File: src/rtl/dma_reg_pkg.sv
// Shared definitions for the register-bus DMA master: FSM encoding,
// legal register window and response flag layout.
package dma_reg_pkg;

    typedef logic [1:0] state_t;

    localparam state_t ST_IDLE    = 2'd0;
    localparam state_t ST_ISSUE   = 2'd1;
    localparam state_t ST_RD_WAIT = 2'd2;
    localparam state_t ST_RESP    = 2'd3;

    localparam logic [31:0] DEFAULT_BASE_ADDR = 32'h400;
    localparam int          DEFAULT_NUM_REGS  = 4;
    localparam int          REG_STRIDE        = 4;

    typedef struct packed {
        logic write;
        logic err;
    } rsp_flags_t;

    // Registers are word aligned and occupy [base, base + stride*num_regs).
    function automatic logic addr_legal(input logic [63:0] addr,
                                        input logic [63:0] base,
                                        input int          num_regs);
        logic [63:0] limit;
        limit = base + 64'(num_regs) * 64'(REG_STRIDE);
        return (addr >= base) && (addr < limit) && (addr[1:0] == 2'b00);
    endfunction

endpackage

File: src/rtl/dma_cmd_fifo.sv
// Synchronous command FIFO; the ready flag is registered so the
// upstream handshake is driven straight from a flop.
module dma_cmd_fifo #(
    parameter int WIDTH = 65,
    parameter int DEPTH = 4
) (
    input  logic             clk,
    input  logic             reset,
    input  logic             push,
    input  logic [WIDTH-1:0] wdata,
    input  logic             pop,
    output logic [WIDTH-1:0] rdata,
    output logic             empty,
    output logic             not_full
);
    localparam int PW = $clog2(DEPTH);

    typedef logic [PW-1:0] ptr_t;
    typedef logic [PW:0]   cnt_t;

    logic [WIDTH-1:0] mem [DEPTH];
    ptr_t             wr_ptr;
    ptr_t             rd_ptr;
    cnt_t             count;
    cnt_t             count_next;
    logic             do_push;
    logic             do_pop;

    assign empty   = (count == '0);
    assign do_push = push && not_full;
    assign do_pop  = pop && !empty;
    assign rdata   = mem[rd_ptr];

    always_comb begin
        count_next = count + cnt_t'(do_push) - cnt_t'(do_pop);
    end

    always_ff @(posedge clk) begin
        if (do_push) begin
            mem[wr_ptr] <= wdata;
        end
    end

    // Pointers are exactly PW bits wide, so they wrap modulo DEPTH on overflow.
    always_ff @(posedge clk or posedge reset) begin
        if (reset) begin
            wr_ptr   <= '0;
            rd_ptr   <= '0;
            count    <= '0;
            not_full <= 1'b0;
        end else begin
            if (do_push) wr_ptr <= wr_ptr + ptr_t'(1);
            if (do_pop)  rd_ptr <= rd_ptr + ptr_t'(1);
            count    <= count_next;
            not_full <= (count_next < cnt_t'(DEPTH));
        end
    end

endmodule

File: src/rtl/dma_reg_master.sv
// Queues register read/write commands and executes them one at a time on
// a simple valid-strobe register bus, returning one response per command.
module dma_reg_master
    import dma_reg_pkg::*;
#(
    parameter int                    ADDR_WIDTH = 32,
    parameter int                    DATA_WIDTH = 32,
    parameter int                    FIFO_DEPTH = 4,
    parameter logic [ADDR_WIDTH-1:0] BASE_ADDR  = ADDR_WIDTH'(DEFAULT_BASE_ADDR),
    parameter int                    NUM_REGS   = DEFAULT_NUM_REGS
) (
    input  logic                  clk,
    input  logic                  reset,
    input  logic                  cmd_valid,
    output logic                  cmd_ready,
    input  logic                  cmd_write,
    input  logic [ADDR_WIDTH-1:0] cmd_addr,
    input  logic [DATA_WIDTH-1:0] cmd_wdata,
    output logic                  rsp_valid,
    input  logic                  rsp_ready,
    output logic                  rsp_write,
    output logic                  rsp_err,
    output logic [DATA_WIDTH-1:0] rsp_rdata,
    output logic [ADDR_WIDTH-1:0] bus_addr,
    output logic                  bus_wr_en,
    output logic                  bus_valid,
    output logic [DATA_WIDTH-1:0] bus_wdata,
    input  logic [DATA_WIDTH-1:0] bus_rdata,
    output logic                  busy,
    output logic [1:0]            dbg_state
);
    localparam int CMD_W = 1 + ADDR_WIDTH + DATA_WIDTH;

    // Handshakes: a transfer happens on the rising clk edge where valid and
    // ready are both high; valid and its payload hold until that edge.

    state_t                state;
    logic [CMD_W-1:0]      head;
    logic                  head_write;
    logic [ADDR_WIDTH-1:0] head_addr;
    logic [DATA_WIDTH-1:0] head_wdata;
    logic                  head_legal;
    logic                  fifo_empty;
    logic                  fifo_pop;
    rsp_flags_t            flags;

    assign {head_write, head_addr, head_wdata} = head;
    assign head_legal = addr_legal(64'(head_addr), 64'(BASE_ADDR), NUM_REGS);
    assign fifo_pop   = (state == ST_IDLE) && !fifo_empty;
    assign busy       = (state != ST_IDLE) || !fifo_empty;
    assign dbg_state  = state;
    assign rsp_write  = flags.write;
    assign rsp_err    = flags.err;

    dma_cmd_fifo #(
        .WIDTH(CMD_W),
        .DEPTH(FIFO_DEPTH)
    ) u_fifo (
        .clk     (clk),
        .reset   (reset),
        .push    (cmd_valid),
        .wdata   ({cmd_write, cmd_addr, cmd_wdata}),
        .pop     (fifo_pop),
        .rdata   (head),
        .empty   (fifo_empty),
        .not_full(cmd_ready)
    );

    always_ff @(posedge clk or posedge reset) begin
        if (reset) begin
            state     <= ST_IDLE;
            bus_valid <= 1'b0;
            bus_wr_en <= 1'b0;
            bus_addr  <= '0;
            bus_wdata <= '0;
            rsp_valid <= 1'b0;
            flags     <= '0;
            rsp_rdata <= '0;
        end else begin
            bus_valid <= 1'b0;
            case (state)
                ST_IDLE: begin
                    if (!fifo_empty) begin
                        if (head_legal) begin
                            bus_valid <= 1'b1;
                            bus_addr  <= head_addr;
                            bus_wr_en <= head_write;
                            bus_wdata <= head_write ? head_wdata : '0;
                            state     <= ST_ISSUE;
                        end else begin
                            rsp_valid <= 1'b1;
                            flags     <= '{write: head_write, err: 1'b1};
                            rsp_rdata <= '0;
                            state     <= ST_RESP;
                        end
                    end
                end
                // bus_wr_en still reflects the command just strobed.
                ST_ISSUE: begin
                    if (bus_wr_en) begin
                        rsp_valid <= 1'b1;
                        flags     <= '{write: 1'b1, err: 1'b0};
                        rsp_rdata <= '0;
                        state     <= ST_RESP;
                    end else begin
                        state <= ST_RD_WAIT;
                    end
                end
                ST_RD_WAIT: begin
                    rsp_valid <= 1'b1;
                    flags     <= '{write: 1'b0, err: 1'b0};
                    rsp_rdata <= bus_rdata;
                    state     <= ST_RESP;
                end
                ST_RESP: begin
                    if (rsp_ready) begin
                        rsp_valid <= 1'b0;
                        state     <= ST_IDLE;
                    end
                end
                default: state <= ST_IDLE;
            endcase
        end
    end

endmodule
File: config.mk
export PLATFORM = sky130hd
export DESIGN_NAME = dma_reg_master
export DESIGN_NICKNAME = d
export VERILOG_FILES = /design/src/rtl/dma_reg_pkg.sv /design/src/rtl/dma_cmd_fifo.sv /design/src/rtl/dma_reg_master.sv
export SDC_FILE = /design/constraint.sdc
export NUM_CORES = 1
export LEC_CHECK = 0
export ABC_AREA = 1
export CAP_MARGIN = 30
export CORE_MARGIN = 5
export CORE_UTILIZATION = 40
export DETAILED_ROUTE_END_ITERATION = 16
export SYNTH_ARGS = -nofsm -noshare
export SYNTH_HDL_FRONTEND = slang
export SYNTH_HIERARCHICAL = 1
export SYNTH_SLANG_ARGS = --single-unit
File: constraint.sdc
create_clock -name clk -period 5.6 [get_ports clk]
set_input_delay 0.56 -clock clk [delete_from_list [all_inputs] [get_ports clk]]
set_output_delay 0.56 -clock clk [all_outputs]
set_load 0.01 [all_outputs]
Floorplan with the power grid:
Pins as bars on the die edge.
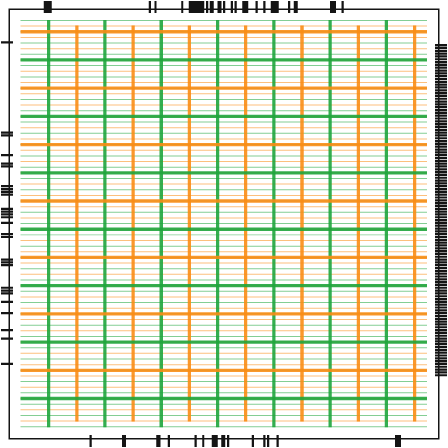
Key: VDD = orange; VSS = green
14 straps on met4. The core has 72 rows. 206 signal pins sit on the boundary. 14 straps on met5.

Sequential cells colored by netlist name:
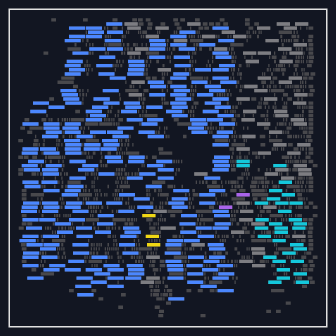
Key: dbg_state = purple [sequential cells 2]; u_fifo/mem = blue [sequential cells 260]; bus_addr = cyan [sequential cells 32]; u_fifo/count = yellow [sequential cells 3]

==> results_slide.txt <==
Flow Results at a Glance

Floorplanning
  – Tapcells inserted: 518
  – Die Wd: 206 um

Synth
  – Post-synth mux share: 0
  – Adder Share, Synth: 0.0110
  – Avg Cell Area, Syn: 10.5 um^2
  – Ys async rst share: 0.299
  – Most frequent cell after synthesis: nand2_1
  – Area figure in the yosys stat output: 15,400 um^2
  – Most used DFF post-synth: edfxtp_1
  – Number of standard cells reported by yosys: 1,462
  – Registers, synthesis: 371
  – Comb area leader: simple AND/OR/NAND/NOR gates
  – Commonest cells post-synth: nand2_1, edfxtp_1, nor2_1

Finish
  – Non-clock buffer count: 222
  – Register name with the most flops: u_fifo/mem
  – Most frequent cells in the layout: nand2_1, edfxtp_1, clkdlybuf4s50_1
  – Core Util, Final: 0.500
  – Share of cells above drive strength 1: 0.0551
  – Layout area overhead: 24.5%
  – Flop share of the area: 0.552
  – Clock Buffer Count: 53
  – Gate Area: 3730 um^2

Placed design
  – GP Congestion: 0.781
  – Cell Area, Placed: 17,900 um^2
  – Placed cells: 2,130

Clocking
  – PostCTS Resize Cnt: 0
  – CTS max path bufs: 3
  – CTS clk-pin slew, worst paths: 0.06 ns
  – CTS hold repair buffers: 0

Status
  – Status: finished clean

Critical path
  – Worst path most repeated cell: nand2_1
  – WP data arrival: 4.49 ns
  – FF-to-FF setup slack: 1.58 ns

Final timing
  – RSZ-0062 raised after global routing: false
  – Final setup violation count: 0
  – Hold_ws: 0.366 ns

Global route
  – Met3 Use GR: 0.0386
  – First-pass GRT wire length: 55,800 um
  – Vias in the first global route: 10.3k

Run
  – Max-Cap Viols: 0

Power and ir drop
  – Psw: 2.96 mW

Routing
  – Post-route DRC: 0
## power groups by stage
| stage | sequential, mW | clock [mW] | combinational [mW] |
|---|---|---|---|
| after global placement | 3.56 | 0 | 2.50 |
| after floorplan | 3.54 | 0 | 1.85 |
| after global routing | 3.55 | 2.77 | 2.94 |
| after CTS | 3.51 | 2.66 | 2.59 |
| after detailed placement | 3.57 | 0 | 2.57 |
| final | 3.51 | 2.59 | 2.58 |
## routing by layer
metal | vias up | share of wire
met5 | - | 0.00092
met3 | 60 | 0.065
met4 | 6 | 0.021
li1 | 5116 | -
met2 | 262 | 0.47
met1 | 4900 | 0.44
No activity file was given, so power comes from the tool's default toggle rates.
